## config.mk

```make
export PLATFORM = sky130hd
export DESIGN_NAME = note_sequencer
export DESIGN_NICKNAME = d
export VERILOG_FILES = /design/src/rtl/note_seq_pkg.sv /design/src/rtl/seq_tick_gen.sv /design/src/rtl/note_sequencer.sv
export SDC_FILE = /design/constraint.sdc
export NUM_CORES = 1
export LEC_CHECK = 0
export CORE_AREA = 2 2 103 115
export DETAILED_ROUTE_END_ITERATION = 10
export DIE_AREA = 0 0 105 117
export PLACE_DENSITY = 0.5
export SLEW_MARGIN = 10
export SYNTH_ARGS = -nofsm -noshare
export SYNTH_HDL_FRONTEND = slang
export SYNTH_SLANG_ARGS = --single-unit
export TNS_END_PERCENT = 10
```

## constraint.sdc

```tcl
create_clock -name clk -period 4.2 [get_ports clk]
set_input_delay 0.84 -clock clk [delete_from_list [all_inputs] [get_ports clk]]
set_output_delay 0.84 -clock clk [all_outputs]
set_load 0.1 [all_outputs]
```

## src/rtl/note_seq_pkg.sv

```systemverilog
// Shared types and default widths for the note sequencer.
// The optional loop feature is enabled by defining NOTE_SEQUENCER_LOOP_EN.
package note_seq_pkg;

   localparam int ADDR_W_DEF = 10;
   localparam int NOTE_W_DEF = 8;
   localparam int DUR_W_DEF  = 8;
   localparam int TEMPO_W    = 16;

   typedef enum logic [1:0] {
      ST_IDLE,
      ST_FETCH,
      ST_PLAY,
      ST_DONE
   } seq_state_e;

endpackage

```

## src/rtl/seq_tick_gen.sv

```systemverilog
// Beat-unit tick generator: pulses once every max(tempo_i,1) enabled clocks.
// Tempo is compared live, so a new value applies at the next compare.
module seq_tick_gen
   import note_seq_pkg::*;
(
   input  logic               clk,
   input  logic               rst,
   input  logic               en_i,
   input  logic               clr_i,
   input  logic [TEMPO_W-1:0] tempo_i,
   output logic               tick_o
);

   logic [TEMPO_W-1:0] cnt_q, cnt_d;
   logic [TEMPO_W-1:0] tempo_eff;
   logic               at_end;

   assign tempo_eff = (tempo_i == '0) ? TEMPO_W'(1) : tempo_i;
   // >= rather than == so a tempo lowered mid-count still wraps immediately.
   assign at_end    = (cnt_q >= tempo_eff - TEMPO_W'(1));
   assign tick_o    = en_i & ~clr_i & at_end;

   always_comb begin
      cnt_d = cnt_q;
      if (clr_i) begin
         cnt_d = '0;
      end else if (en_i) begin
         cnt_d = at_end ? '0 : cnt_q + TEMPO_W'(1);
      end
   end

   // NOTE: state flops use non-blocking assignment so every flop samples pre-edge values.
   always_ff @(posedge clk or posedge rst) begin
      if (rst) cnt_q <= '0;
      else     cnt_q <= cnt_d;
   end

endmodule

```

## src/rtl/note_sequencer.sv

```systemverilog
// Note-table sequencer: fetches {dur, note} entries and plays each for dur beat units.
// Define NOTE_SEQUENCER_LOOP_EN to let loop_i restart the song at its end marker.
module note_sequencer
   import note_seq_pkg::*;
#(
   parameter int ADDR_W = ADDR_W_DEF,
   parameter int NOTE_W = NOTE_W_DEF,
   parameter int DUR_W  = DUR_W_DEF
) (
   input  logic                    clk,
   input  logic                    rst,
   input  logic                    start_i,
   input  logic                    stop_i,
   input  logic                    loop_i,
   input  logic [ADDR_W-1:0]       start_addr_i,
   input  logic [TEMPO_W-1:0]      tempo_i,
   output logic [ADDR_W-1:0]       rom_addr_o,
   input  logic [DUR_W+NOTE_W-1:0] rom_data_i,
   output logic [NOTE_W-1:0]       note_o,
   output logic                    note_on_o,
   output logic                    step_o,
   output logic                    busy_o,
   output logic                    done_o
);

   localparam logic [ADDR_W-1:0] ADDR_LAST = '1;
   localparam logic [ADDR_W-1:0] ADDR_ONE  = ADDR_W'(1);
   localparam logic [DUR_W-1:0]  DUR_ONE   = DUR_W'(1);

   seq_state_e        state_q, state_d;
   logic [ADDR_W-1:0] addr_q, addr_d;
   logic [NOTE_W-1:0] note_q, note_d;
   logic [DUR_W-1:0]  dur_q, dur_d;
   logic              step_q, step_d;
   logic              tick, tick_en, tick_clr;
   logic              end_song, loop_req;
   logic [DUR_W-1:0]  rom_dur;
   logic [NOTE_W-1:0] rom_note;

   assign {rom_dur, rom_note} = rom_data_i;

`ifdef NOTE_SEQUENCER_LOOP_EN
   assign loop_req = loop_i;
`else
   logic unused_loop;
   assign unused_loop = loop_i;
   assign loop_req    = 1'b0;
`endif

   assign tick_en  = (state_q == ST_PLAY);
   assign tick_clr = stop_i | (state_q != ST_PLAY);

   seq_tick_gen u_tick (
      .clk     (clk),
      .rst     (rst),
      .en_i    (tick_en),
      .clr_i   (tick_clr),
      .tempo_i (tempo_i),
      .tick_o  (tick)
   );

   // NOTE: every always_comb output gets a default first, so no path can infer a latch.
   always_comb begin
      state_d  = state_q;
      addr_d   = addr_q;
      note_d   = note_q;
      dur_d    = dur_q;
      step_d   = 1'b0;
      end_song = 1'b0;
      unique case (state_q)
         ST_IDLE: begin
            if (start_i) begin
               addr_d  = start_addr_i;
               state_d = ST_FETCH;
            end
         end
         ST_FETCH: begin
            if (rom_dur == '0) begin
               end_song = 1'b1;
            end else begin
               note_d  = rom_note;
               dur_d   = rom_dur;
               step_d  = 1'b1;
               state_d = ST_PLAY;
            end
         end
         ST_PLAY: begin
            if (tick) begin
               if (dur_q <= DUR_ONE) begin
                  dur_d = '0;
                  // Running off the top of the table ends the song rather than wrapping.
                  if (addr_q == ADDR_LAST) begin
                     end_song = 1'b1;
                  end else begin
                     addr_d  = addr_q + ADDR_ONE;
                     state_d = ST_FETCH;
                  end
               end else begin
                  dur_d = dur_q - DUR_ONE;
               end
            end
         end
         ST_DONE: state_d = ST_IDLE;
      endcase

      if (end_song) begin
         note_d = '0;
         dur_d  = '0;
         if (loop_req) begin
            addr_d  = start_addr_i;
            state_d = ST_FETCH;
         end else begin
            state_d = ST_DONE;
         end
      end

      if (stop_i) begin
         state_d = ST_IDLE;
         note_d  = '0;
         dur_d   = '0;
         step_d  = 1'b0;
      end
   end

   always_ff @(posedge clk or posedge rst) begin
      if (rst) begin
         state_q <= ST_IDLE;
         addr_q  <= '0;
         note_q  <= '0;
         dur_q   <= '0;
         step_q  <= 1'b0;
      end else begin
         state_q <= state_d;
         addr_q  <= addr_d;
         note_q  <= note_d;
         dur_q   <= dur_d;
         step_q  <= step_d;
      end
   end

   assign rom_addr_o = addr_q;
   assign note_o     = note_q;
   assign note_on_o  = (state_q == ST_PLAY) && (note_q != '0);
   assign step_o     = step_q;
   assign busy_o     = (state_q != ST_IDLE);
   assign done_o     = (state_q == ST_DONE);

endmodule
```

==> deck_impl_summary.md <==
Flow Results at a Glance

Floorplan
  – Floorplan die height: 117 um
  – Ports: approximately 70

Drt
  – Vias after detailed routing: 3,220
  – Total length of routed met3 wires: around 320 um
  – Length of the first detailed-routing pass in iterations: 6
  – Final routed wirelength across all metal layers: 9410 um
  – Per-cell via count in the routed design: a little over 5
  – Wirelength per Cell: 14.8 um
  – Number of design-rule violations left by the first detailed-router iteration: 115
  – Amount of wire on met2 after detailed routing: 4770 um

Logic synthesis
  – Share of async-settable or async-resettable flops after synthesis: 1.00
  – Post-synthesis average cell area: between 8 and 9 sq um
  – Netlist area before placement: 3250 sq um

Power
  – Clock network fraction of design power: 0.168
  – Switching Share: 0.511
  – Leakage: 0.00210 uW
  – Switching pwr: approximately 1400 uW
  – Portion of total power attributed to combinational logic: 0.580
  – Reg power frac: 0.252
  – Internal power component: 1340 uW
  – Maximum vdd ir drop: 0.403 mV

Finish
  – Diodes inserted: 0
  – NumNets Final: 556

Worst setup path
  – Slowest stage cell on the critical path: sky130_fd_sc_hd__clkdlybuf4s50_1
  – Path type of the worst setup path: input port to flip-flop
  – Critical path data arrival time: 4.28 ns
  – Most repeated library cell on the critical path: sky130_fd_sc_hd__nor3_4
  – Nature of the critical path startpoint: input port
  – Capturing element type of the critical path: flip-flop

STA
  – Final Skew: 0.00904 ns
  – Max transition margin: 0.310
  – Final critical path time including I/O delays and setup: 4.12 ns
  – Setup violations, final: 0
  – Post-route fraction of the period consumed by the critical path: 0.980
  – Final-report max-slew violation count: 0

Clock network
  – CTS sink count: 45
  – Clock transition at path regs: 0.07 ns
  – CTS buffer count: 5
  – Master cell of the clock root buffer: sky130_fd_sc_hd__clkbuf_16
  – CTS tree: built

Global route
  – Aggregate global-route resource usage: 0.153
  – Initial antenna violation count: 0
  – Via count of the first global-routing pass: 3,153
  – Pin count of the biggest net entering global routing: between 40 and 50

Outcome
  – Outcome: complete, no violations

Job
  – Number of warnings in the stage logs: 32
==> metal layers <==
metal | vias up | global-route usage
met5 | - | 0
met4 | 0 | 0.0400
met3 | 6 | 0.0249
met2 | 67 | 0.267
met1 | 1551 | 0.199
li1 | 1596 | -
==> power by group through the flow <==
stage | clock [uW] | sequential (uW) | combinational (uW)
2_1_floorplan | 0 | 1160 | 652
3_3_place_gp | 0 | 690 | 1510
3_5_place_dp | 0 | 692 | 1520
4_1_cts | 476 | 687 | 1550
5_1_grt | 489 | 711 | 1690
6_report | 460 | 688 | 1590
==> worst reg2reg max path, delay by kind of cell (launching register included) <==
family | cells | cell delay, ns
AND-OR/OR-AND | 3 | 0.76
AND/OR/NAND/NOR | 3 | 1.39
flip-flops | 1 | 0.44
==> layout make-up <==
cell class | count | area [sq um]
Tap cell | 150 | 188
Inverter | 16 | 60.1
Fill cell | 1123 | 6260
Multi-Input combinational cell | 302 | 2300
Sequential cell | 45 | 1130
Timing Repair Buffer | 114 | 1080
Clock buffer | 5 | 125
Clock inverter | 3 | 46.3
==> cell usage in the layout (no fill, tap or decap), drive strengths merged, types with 4 or more instances in the layout <==
cell	count
ha	25
and3	8
or4	4
inv	15
mux2i	8
or3	4
nand2b	5
clkdlybuf4s50	57
o31ai	6
o211ai	13
dlymetal6s2s	9
a21oi	27
nand3	24
nor4	9
xnor2	15
nor2	48
a311oi	4
and2	4
nand2	23
nand4	6
clkbuf	5
dfrtp	45
o21ai	12
buf	48
nor3	10
xor2	12
==> state kept, by name, summed over array words and instances, names as in the netlist <==
register / cells
step_o: 1
note_o: 8
rom_addr_o: 10
state_q: 2
dur_q: 8
u_tick.cnt_q: 16
==> kinds of logic (layout without fill, tap and decap cells) <==
logic type                 count (synthesis)  count (layout)  synth area share
adders and majority gates                 25              25            0.0962
and+or+nand+nor                          152             152             0.231
xor gates and xnor gates                  27              27            0.0727
DFF                                       45              45             0.346
AOI/OAI and AO/OA                         88              88             0.187
muxes                                     10              10            0.0316
buffers and inverters                     27             138            0.0346
==> metrics by stage <==
step	hold WS [ns]	area, sq um	instances	setup WS, ns	setup TNS, ns
5_1_grt	0.600	4920	635	-0.0464	-0.257
3_5_place_dp	0.549	4360	618	-0.559	-16.74
3_3_place_gp	0.544	4360	618	-0.532	-16.87
2_1_floorplan	0.492	3260	374	0.0241	0
6_report	0.565	4920	635	0.0834	0
4_1_cts	0.571	4650	630	-0.00544	-0.00937
==> worst paths after layout <==
path | startpoint | endpoint | slack [ns] | depth (start not counted)
max in group asynchronous | rst | u_tick.cnt_q[14] | 2.79 | 3
min | note_o[4] | note_o[4] | 0.56 | 2
max | tempo_i[14] | rom_addr_o[7] | 0.08 | 16
max reg2reg | dur_q[4] | rom_addr_o[7] | 1.48 | 6
min reg2reg | note_o[4] | note_o[4] | 0.56 | 2
min in group asynchronous | rst | u_tick.cnt_q[8] | 1.00 | 3
==> repair_timing <==
action                     CTS  global route
setup buffers                3             5
gates resized               23            50
gates cloned                 1             0
hold buffers                 0             0
setup endpoints to repair   44            44
pin swaps                   14            24
Placed cells, one colour a class:
Fill, decap, tap and diode cells in grey.
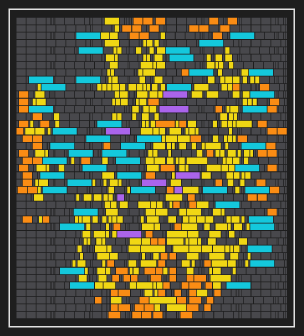
| colour | class | cells | share of their area |
|---|---|---|---|
| cyan | flops | 45 | 24% |
| purple | clock drivers and dummy loads | 8 | 3.6% |
| orange | other buffers and delay cells | 114 | 23% |
| yellow | combinational and other logic | 318 | 50% |
final core area utilization: 0.440
core area: 11,200 sq um
flip-flop and latch share of the layout cell area: 0.229
final instance area: 4920 sq um
std cell rows: 41

Cell placement:
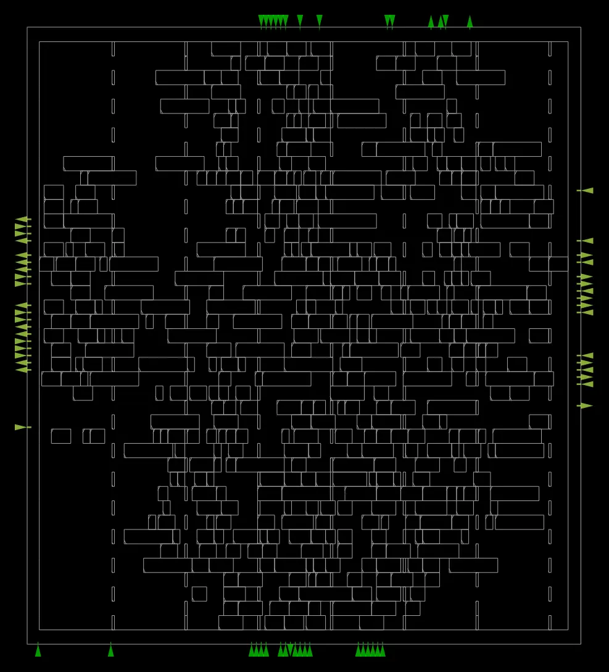
filler cell count: 1,123
count of non-filler cells in the finished layout: 635
Tap Cells: 150

Port wiring:
Bar = 20 um.
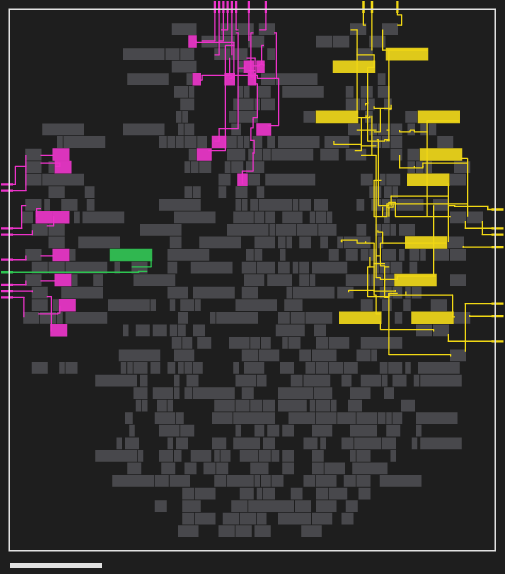
| colour | port | direction | edge | end cells | buffers | wire |
|---|---|---|---|---|---|---|
| magenta | `rom_data_i` | input | 8 left, 8 top | 18 | 16 | 319 um |
| green | `step_o` | output | left | 1 | 1 | 35.2 um |
| yellow | `rom_addr_o` | output | 7 right, 3 top | 10 | 10 | 583 um |

Power is estimated from default activity; no workload was simulated.
